==> src/rtl/fifo_req_scheduler_pkg.sv <==
// Shared types and constants for the FIFO request scheduler.
// F_D/A_W mirror the shared FIFO buffer's param_define.v values.
package fifo_req_scheduler_pkg;

  localparam int A_W = 3;
  localparam int F_D = 8;

  typedef enum logic [1:0] {
    ST_IDLE  = 2'd0,
    ST_RUN   = 2'd1,
    ST_FLUSH = 2'd2
  } schedState_t;

  // Index width that stays legal (>= 1 bit) for a single requester.
  function automatic int idxWidth(input int n);
    return (n > 1) ? $clog2(n) : 1;
  endfunction

endpackage

==> src/rtl/rr_arbiter.sv <==
// Round-robin pick: first requester at or after the pointer, with wrap-around.
module rr_arbiter
  import fifo_req_scheduler_pkg::*;
#(
  parameter int N  = 4,
  parameter int PW = idxWidth(N)
) (
  input  logic [N-1:0]  i_req,
  input  logic [PW-1:0] i_ptr,
  input  logic          i_allow,
  output logic [N-1:0]  o_gnt,
  output logic [PW-1:0] o_idx,
  output logic [PW-1:0] o_nxt_ptr
);

  logic w_found;

  function automatic logic [PW-1:0] wrapIdx(input int base, input int off);
    int s;
    s = base + off;
    if (s >= N) s = s - N;
    return PW'(s);
  endfunction

  always_comb begin
    o_gnt     = '0;
    o_idx     = '0;
    o_nxt_ptr = i_ptr;
    w_found   = 1'b0;
    for (int k = 0; k < N; k++) begin
      if (!w_found && i_allow && i_req[wrapIdx(int'(i_ptr), k)]) begin
        w_found                          = 1'b1;
        o_idx                            = wrapIdx(int'(i_ptr), k);
        o_gnt[wrapIdx(int'(i_ptr), k)]   = 1'b1;
        o_nxt_ptr                        = wrapIdx(int'(i_ptr), k + 1);
      end
    end
  end

endmodule

==> src/rtl/fifo_req_scheduler.sv <==
// Shares one FIFO buffer between several writers and readers; a shadow
// occupancy count guarantees every issued write/read is accepted downstream.
module fifo_req_scheduler
  import fifo_req_scheduler_pkg::*;
#(
  parameter int NUM_WR = 4,
  parameter int NUM_RD = 4,
  parameter int RD_LAT = 1,
  localparam int WW = idxWidth(NUM_WR),
  localparam int RW = idxWidth(NUM_RD)
) (
  input  logic              i_clk,
  input  logic              i_rst_n,
  input  logic              i_cfg_en,
  input  logic              i_flush_req,
  input  logic [NUM_WR-1:0] i_wr_req,
  input  logic [NUM_RD-1:0] i_rd_req,
  output logic [NUM_WR-1:0] o_wr_gnt,
  output logic [NUM_RD-1:0] o_rd_gnt,
  output logic [WW-1:0]     o_wr_sel,
  output logic              o_rd_valid,
  output logic [RW-1:0]     o_rd_id,
  output logic              o_fifo_en,
  output logic              o_fifo_we,
  output logic              o_fifo_re,
  output logic              o_fifo_flush,
  output logic              o_busy
);

  localparam logic [A_W:0] CNT_FULL = (A_W + 1)'(F_D);
  localparam logic [A_W:0] CNT_ONE  = (A_W + 1)'(1);

  schedState_t               r_state;
  logic                      r_fifoEn;
  logic [A_W:0]              r_cnt;
  logic [WW-1:0]             r_wrPtr;
  logic [RW-1:0]             r_rdPtr;
  logic [RD_LAT-1:0]         r_tagValid;
  logic [RD_LAT-1:0][RW-1:0] r_tagId;

  logic              w_run, w_wrAllow, w_rdAllow, w_wrFire, w_rdFire;
  logic [NUM_WR-1:0] w_wrGnt;
  logic [NUM_RD-1:0] w_rdGnt;
  logic [WW-1:0]     w_wrIdx, w_wrNxt;
  logic [RW-1:0]     w_rdIdx, w_rdNxt;

  assign w_run     = (r_state == ST_RUN);
  assign w_rdAllow = w_run && (r_cnt != '0);
  // A full buffer can still take a write when a read frees a slot this cycle.
  assign w_wrAllow = w_run && ((r_cnt < CNT_FULL) || w_rdFire);
  assign w_wrFire  = |w_wrGnt;
  assign w_rdFire  = |w_rdGnt;

  rr_arbiter #(.N(NUM_WR)) u_wrArb (
    .i_req(i_wr_req), .i_ptr(r_wrPtr), .i_allow(w_wrAllow),
    .o_gnt(w_wrGnt), .o_idx(w_wrIdx), .o_nxt_ptr(w_wrNxt)
  );

  rr_arbiter #(.N(NUM_RD)) u_rdArb (
    .i_req(i_rd_req), .i_ptr(r_rdPtr), .i_allow(w_rdAllow),
    .o_gnt(w_rdGnt), .o_idx(w_rdIdx), .o_nxt_ptr(w_rdNxt)
  );

  always_ff @(posedge i_clk or negedge i_rst_n) begin
    if (!i_rst_n) begin
      r_state  <= ST_IDLE;
      r_fifoEn <= 1'b0;
    end else begin
      r_fifoEn <= i_cfg_en;
      case (r_state)
        ST_IDLE:  if (i_flush_req) r_state <= ST_FLUSH;
                  else if (i_cfg_en) r_state <= ST_RUN;
        ST_RUN:   if (i_flush_req) r_state <= ST_FLUSH;
                  else if (!i_cfg_en) r_state <= ST_IDLE;
        ST_FLUSH: r_state <= i_cfg_en ? ST_RUN : ST_IDLE;
        default:  r_state <= ST_IDLE;
      endcase
    end
  end

  // Flush wipes occupancy and in-flight read tags but keeps the pointers.
  always_ff @(posedge i_clk or negedge i_rst_n) begin
    if (!i_rst_n) begin
      r_cnt      <= '0;
      r_wrPtr    <= '0;
      r_rdPtr    <= '0;
      r_tagValid <= '0;
      r_tagId    <= '0;
    end else if (r_state == ST_FLUSH) begin
      r_cnt      <= '0;
      r_tagValid <= '0;
      r_tagId    <= '0;
    end else begin
      if (w_wrFire && !w_rdFire) r_cnt <= r_cnt + CNT_ONE;
      else if (w_rdFire && !w_wrFire) r_cnt <= r_cnt - CNT_ONE;
      if (w_wrFire) r_wrPtr <= w_wrNxt;
      if (w_rdFire) r_rdPtr <= w_rdNxt;
      r_tagValid[0] <= w_rdFire;
      r_tagId[0]    <= w_rdIdx;
      for (int i = 1; i < RD_LAT; i++) begin
        r_tagValid[i] <= r_tagValid[i-1];
        r_tagId[i]    <= r_tagId[i-1];
      end
    end
  end

  assign o_wr_gnt     = w_wrGnt;
  assign o_rd_gnt     = w_rdGnt;
  assign o_wr_sel     = w_wrIdx;
  assign o_fifo_we    = w_wrFire;
  assign o_fifo_re    = w_rdFire;
  assign o_fifo_en    = r_fifoEn;
  assign o_fifo_flush = (r_state == ST_FLUSH);
  assign o_busy       = (r_state == ST_FLUSH);
  assign o_rd_valid   = r_tagValid[RD_LAT-1] && (r_state != ST_FLUSH);
  assign o_rd_id      = r_tagId[RD_LAT-1];

endmodule

==> config.mk <==
export PLATFORM = sky130hd
export DESIGN_NAME = fifo_req_scheduler
export DESIGN_NICKNAME = d
export VERILOG_FILES = /design/src/rtl/fifo_req_scheduler_pkg.sv /design/src/rtl/rr_arbiter.sv /design/src/rtl/fifo_req_scheduler.sv
export SDC_FILE = /design/constraint.sdc
export NUM_CORES = 1
export LEC_CHECK = 0
export ABC_AREA = 0
export ABC_CLOCK_PERIOD_IN_PS = 8900
export CORE_ASPECT_RATIO = 0.5
export CORE_MARGIN = 8
export CORE_UTILIZATION = 58
export CTS_BUF_LIST = sky130_fd_sc_hd__clkbuf_4
export CTS_CLUSTER_SIZE = 14
export DETAILED_ROUTE_END_ITERATION = 10
export HOLD_SLACK_MARGIN = 0.08
export PLACE_DENSITY_LB_ADDON = 0.25
export SYNTH_ARGS = -nofsm -noshare
export SYNTH_HDL_FRONTEND = slang
export SYNTH_SLANG_ARGS = --single-unit
==> constraint.sdc <==
create_clock -name i_clk -period 8.9 [get_ports i_clk]
set_input_delay 0.89 -clock i_clk [delete_from_list [all_inputs] [get_ports i_clk]]
set_output_delay 0.89 -clock i_clk [all_outputs]
set_load 0.005 [all_outputs]
**Run 1: metal 1**

Bar = 20 um.
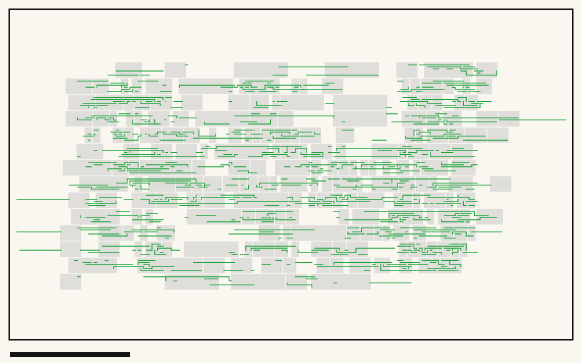
main direction: horizontal
wire length on this layer: 1760 um
share of all routed wire: 43%
longest straight run: 18.4 um
nets with wire on the layer: 221

**Run 1: M2 wires**

Bar = 20 um.
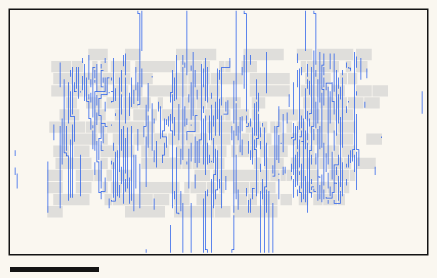
wire length on this layer: 2060 um
nets with wire on the layer: 216
main direction: vertical
longest straight run: 21.9 um

**Run 1: M3 wires**

Bar = 20 um.
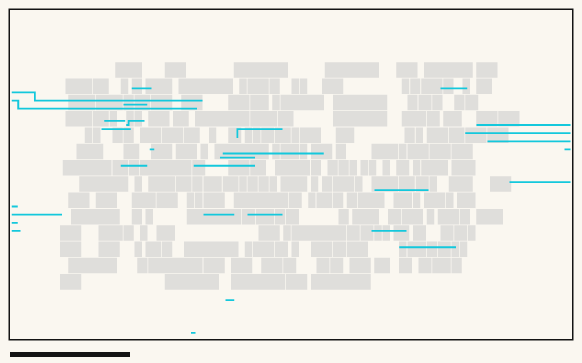
nets with wire on the layer: 27
longest straight run: 29.7 um

==> impl_metrics.ini, run 1 <==
; implementation run metrics
[outcome]
outcome = completed

[die]
die_area_mm2 = 0.00515
rows = 14
initCoreUtil = 0.596
die_x_um = 93.8

[worst_setup_path]
endpoint = o_wr_gnt[2]
rrSetupSlack_ns = 4.08
arrival_ns = 4.49
slowest_stage = dfrtp_1
end_kind = output port
worst-path-stages = 11
cpPeakStageDelay_ns = 0.76
critical_path_class = register to output port
critPathMostFrequentCell = nor2_1
reg2reg_depth = 15
r2r_end = r_cnt[3]$_DFFE_PN0P_
required_ns = 8.01

[min_path]
hold_end = r_state[1]$_DFFE_PN0P_
holdCritStartpoint = r_state[1]$_DFFE_PN0P_
min_path_type = register to register
hold-path-cell-count = 1

[yosys]
ys_cells = 204
synthesis.yosys.warnings = 0
synthTopCellsByArea = dfrtp_1, ha_1, mux2i_1
yosys-mux-area-fraction = 0.158
yosysMostFrequentCell = nand2_1
yosysTopAreaCellShare = 0.200
async_flop_share = 1.00
syn_avg_cell_area_um2 = 8.60
synth-edff-count = 0
syn_inst = 204
yosysTopAreaCell = dfrtp_1
floorplan.nets = 232
ff_type = dfrtp_1
fa_ha_area_frac = 0.118
synth_area_mm2 = 0.00175

[sta]
finalSetupViolCount = 0
layout_setup_ws_ns = 3.52
fin_crit_sh = 0.604
hold_viol_final = 0
period_needed_ns = 5.38
slew_headroom = 0.430
clock.fmax_mhz = 186
worst_pin_slew_ns = 0.831
rsz0062_at_grt = false
finClkSkew_ns = 0.00481

[route]
wl_per_cell_um = 15.4
vias_per_cell = 6.07
drt_pass1_iterations = 4
wl_um = 4110

[global_route]
grt_pass1_wl_um = 7280
grt_pass1_vias = 1595
grt_use_total = 0.174
grt_max_degree = 19

[power]
p_leak_nw = 0.855
irDropWorstVdd_v = 0.000144
internal_power_w = 0.000311
power.switching_w = 0.000325
pwr-share-clk = 0.057

[cells_and_area]
layout_top_cell = clkdlybuf4s50_1
layout-drive-gt1-share = 0.0793
lay_top_cells = clkdlybuf4s50_1, nand2_1, a21oi_1
fin_cells = 267

[flow_run]
warning_count = 37
cap_violations = 0

[cts]
ctsHoldBuffers = 0
cts_root_buffer = clkbuf_4
clock_path_buffers = 2
cts_tree = built

[placement]
pre_cts_ws_ns = 3.67
[run 1: final cells by class]
class | count | area, um^2 | area share
Tap cell | 40 | 50.0 | 0.0242
Clock inverter | 1 | 3.75 | 0.00182
Multi-Input combinational cell | 165 | 1290 | 0.626
Timing Repair Buffer | 29 | 290 | 0.141
Clock buffer | 3 | 22.5 | 0.0109
Sequential cell | 14 | 350 | 0.170
Inverter | 15 | 56.3 | 0.0273
[run 1: routing by layer]
layer,vias up,track usage,part of all wire
met5,-,0,0
met4,0,0.0623,0.013
met3,6,0.0274,0.057
met2,43,0.334,0.50
met1,766,0.197,0.43
li1,807,-,-
[run 1: state kept, by name, summed over array words and instances (netlist names)]
register    cells
r_cnt           4
o_fifo_en       1
o_rd_id         2
r_rdPtr         2
r_wrPtr         2
r_state         2
r_tagValid      1
[run 1: stage by stage]
| step | utilization | power (W) | instance area, um^2 | hold WS (ns) |
|---|---|---|---|---|
| global placement | 0.693 | 0.000584 | 2040 | 0.493 |
| floorplan | - | 0.000494 | 1750 | 0.473 |
| detailed placement | 0.693 | 0.000596 | 2040 | 0.506 |
| finish | 0.702 | 0.000636 | 2070 | 0.519 |
| CTS | 0.702 | 0.000636 | 2070 | 0.519 |
| global route | 0.702 | 0.000703 | 2070 | 0.549 |
[run 1: power by group through the flow]
stage / logic [W] / clock network (W) / registers, W
2_1_floorplan: 0.000383 / 0 / 0.000110
3_3_place_gp: 0.000449 / 0 / 0.000135
3_5_place_dp: 0.000461 / 0 / 0.000135
4_1_cts: 0.000464 / 0.0000372 / 0.000135
5_1_grt: 0.000521 / 0.0000399 / 0.000142
6_report: 0.000466 / 0.0000362 / 0.000134
**Run 1: ports around the boundary**

Bar = 20 um. Pins as bars across the die edge, other pins in gray.
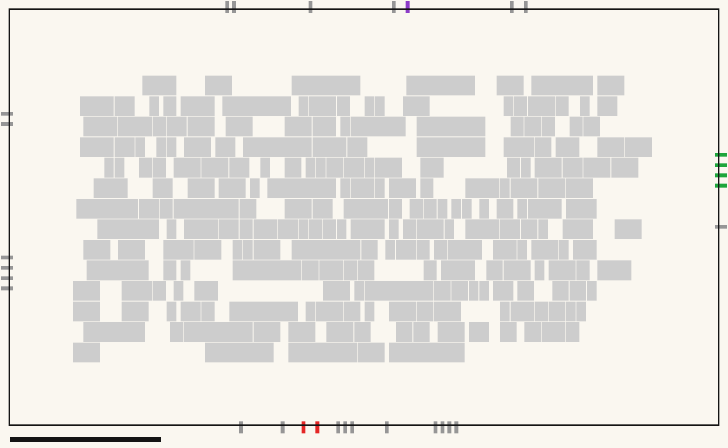

==> inputs of run 2 (changes only) <==
ABC_CLOCK_PERIOD_IN_PS = 4400   (was 8900)
CORE_UTILIZATION = 50   (was 58)
clock period = 4.4 ns   (was 8.9 ns; I/O delays follow)
**Run 2: ports around the boundary**

Bar = 20 um. Pins as bars across the die edge, other pins in gray.
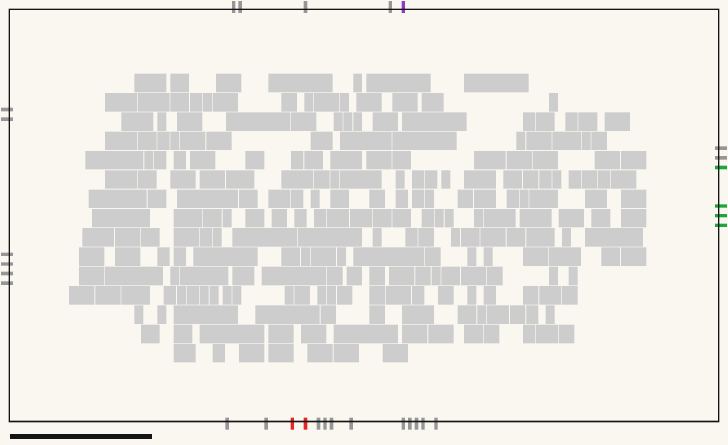
[green] i_wr_req | pins: 4 | direction: input | edge: right
[red] o_rd_id | pins: 2 | direction: output | edge: bottom
[purple] o_fifo_we | pins: 1 | direction: output | edge: top

==> run 2 against run 1 <==
Against the previous run: critical path type unchanged; synthesized area unchanged; die area increased by 12%; via count increased by 1.8%; flip-flop count unchanged; cell area increased by 5.1%; highest routed layer unchanged; sequential power increased by 71%; first-iteration DRC count increased by 15%.
==> impl_metrics.ini, run 2 <==
; implementation run metrics
[outcome]
outcome = completed

[yosys]
async_flop_share = 1.00
syn_inst = 204
yosysTopAreaCellShare = 0.200
yosysTopAreaCell = dfrtp_1
ff_type = dfrtp_1
synthesis.yosys.warnings = 0
synth_area_mm2 = 0.00175
yosysMostFrequentCell = nand2_1
syn_avg_cell_area_um2 = 8.60
synthTopCellsByArea = dfrtp_1, ha_1, mux2i_1
floorplan.nets = 232

[route]
wl_per_cell_um = 14.9
wl_um = 4280
drt_pass1_iterations = 4

[sta]
worst_pin_slew_ns = 0.595
slew_headroom = 0.592
fin_crit_sh = 0.953
finalSetupViolCount = 0
finClkSkew_ns = 0.00758

[power]
seq_power_w = 0.000229
power.switching_w = 0.000688
p_comb_w = 0.00107
irDropWorstVdd_v = 0.000302
p_leak_nw = 0.908

[die]
taps = 51
die_area_mm2 = 0.00577
rows = 15
initCoreUtil = 0.516
die_x_um = 99.8

[cells_and_area]
fin_cells = 288
regMostFlops = r_cnt
regArea_um2 = 350
nClkBuffers = 3
clk_share = 0.0121
sh_seq_area = 0.161
num-nonclk-buffers = 39
dominant_cells = multi-input combinational cells
layout_top_cell = clkdlybuf4s50_1
design.seq.count = 14
lay_top_cells = clkdlybuf4s50_1, nand2_1, a21oi_1
largest_reg_flops = 4
logic_gates = 165
buf_share = 0.168
layout-drive-gt1-share = 0.131

[global_route]
grt_max_degree = 15
grt_pass1_vias = 1527
grt_use_total = 0.150
grt_pass1_wl_um = 7200

[flow_run]
cap_violations = 0

[worst_setup_path]
end_kind = output port
arrival_ns = 3.76

[cts]
cts_tree = built

[min_path]
min_path_type = register to register
**Run 2: routing congestion**

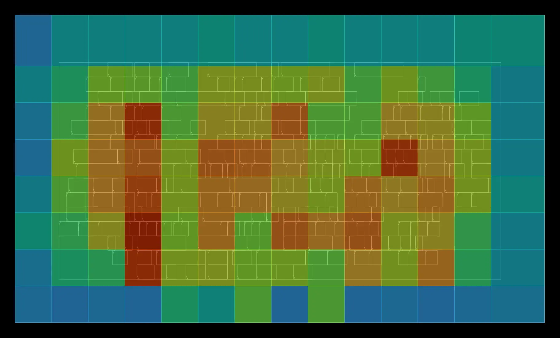
final core occ: 0.639
grt met2 use: 0.272

## run 2: metrics by stage
step | util | total power (W) | setup WS [ns] | hold WS, ns | cell area (um^2)
2_1_floorplan | - | 0.000999 | 0.272 | 0.144 | 1750
3_3_place_gp | 0.627 | 0.00125 | 0.242 | 0.496 | 2130
3_5_place_dp | 0.627 | 0.00127 | 0.111 | 0.501 | 2130
4_1_cts | 0.634 | 0.00135 | 0.0599 | 0.515 | 2150
5_1_grt | 0.639 | 0.00150 | 0.0490 | 0.532 | 2170
6_report | 0.639 | 0.00137 | 0.205 | 0.514 | 2170
## run 2: worst paths after layout
check,start,end,slack [ns],cells past startpoint
min in group asynchronous,i_rst_n,o_fifo_en$_DFF_PN0_,0.54,1
min,r_state[1]$_DFFE_PN0P_,r_state[1]$_DFFE_PN0P_,0.51,1
min reg2reg,r_state[1]$_DFFE_PN0P_,r_state[1]$_DFFE_PN0P_,0.51,1
max reg2reg,r_rdPtr[0]$_DFFE_PN0P_,r_cnt[3]$_DFFE_PN0P_,0.29,15
max,r_rdPtr[0]$_DFFE_PN0P_,o_wr_gnt[2],0.20,11
max in group asynchronous,i_rst_n,r_wrPtr[1]$_DFFE_PN0P_,3.44,1
## run 2: routing by layer
metal,track usage,wire length (um),vias up
met4,0.0405,44,0
li1,-,-,819
met1,0.177,1940,781
met5,0,0,-
met3,0.0286,196,6
met2,0.272,2110,45
## run 2: critical path, stage by stage, from the launching register on
cell,delay [ns]
dfrtp_1,0.36
inv_1,0.09
ha_1,0.39
mux4_2,0.65
nand3b_1,0.14
a21oi_1,0.08
a221o_1,0.31
or4_4,0.61
nor2_2,0.16
nor2_1,0.07
and2_1,0.15
clkdlybuf4s50_1,0.45
Power figures rest on the tool's default switching activity, not on a simulated workload.
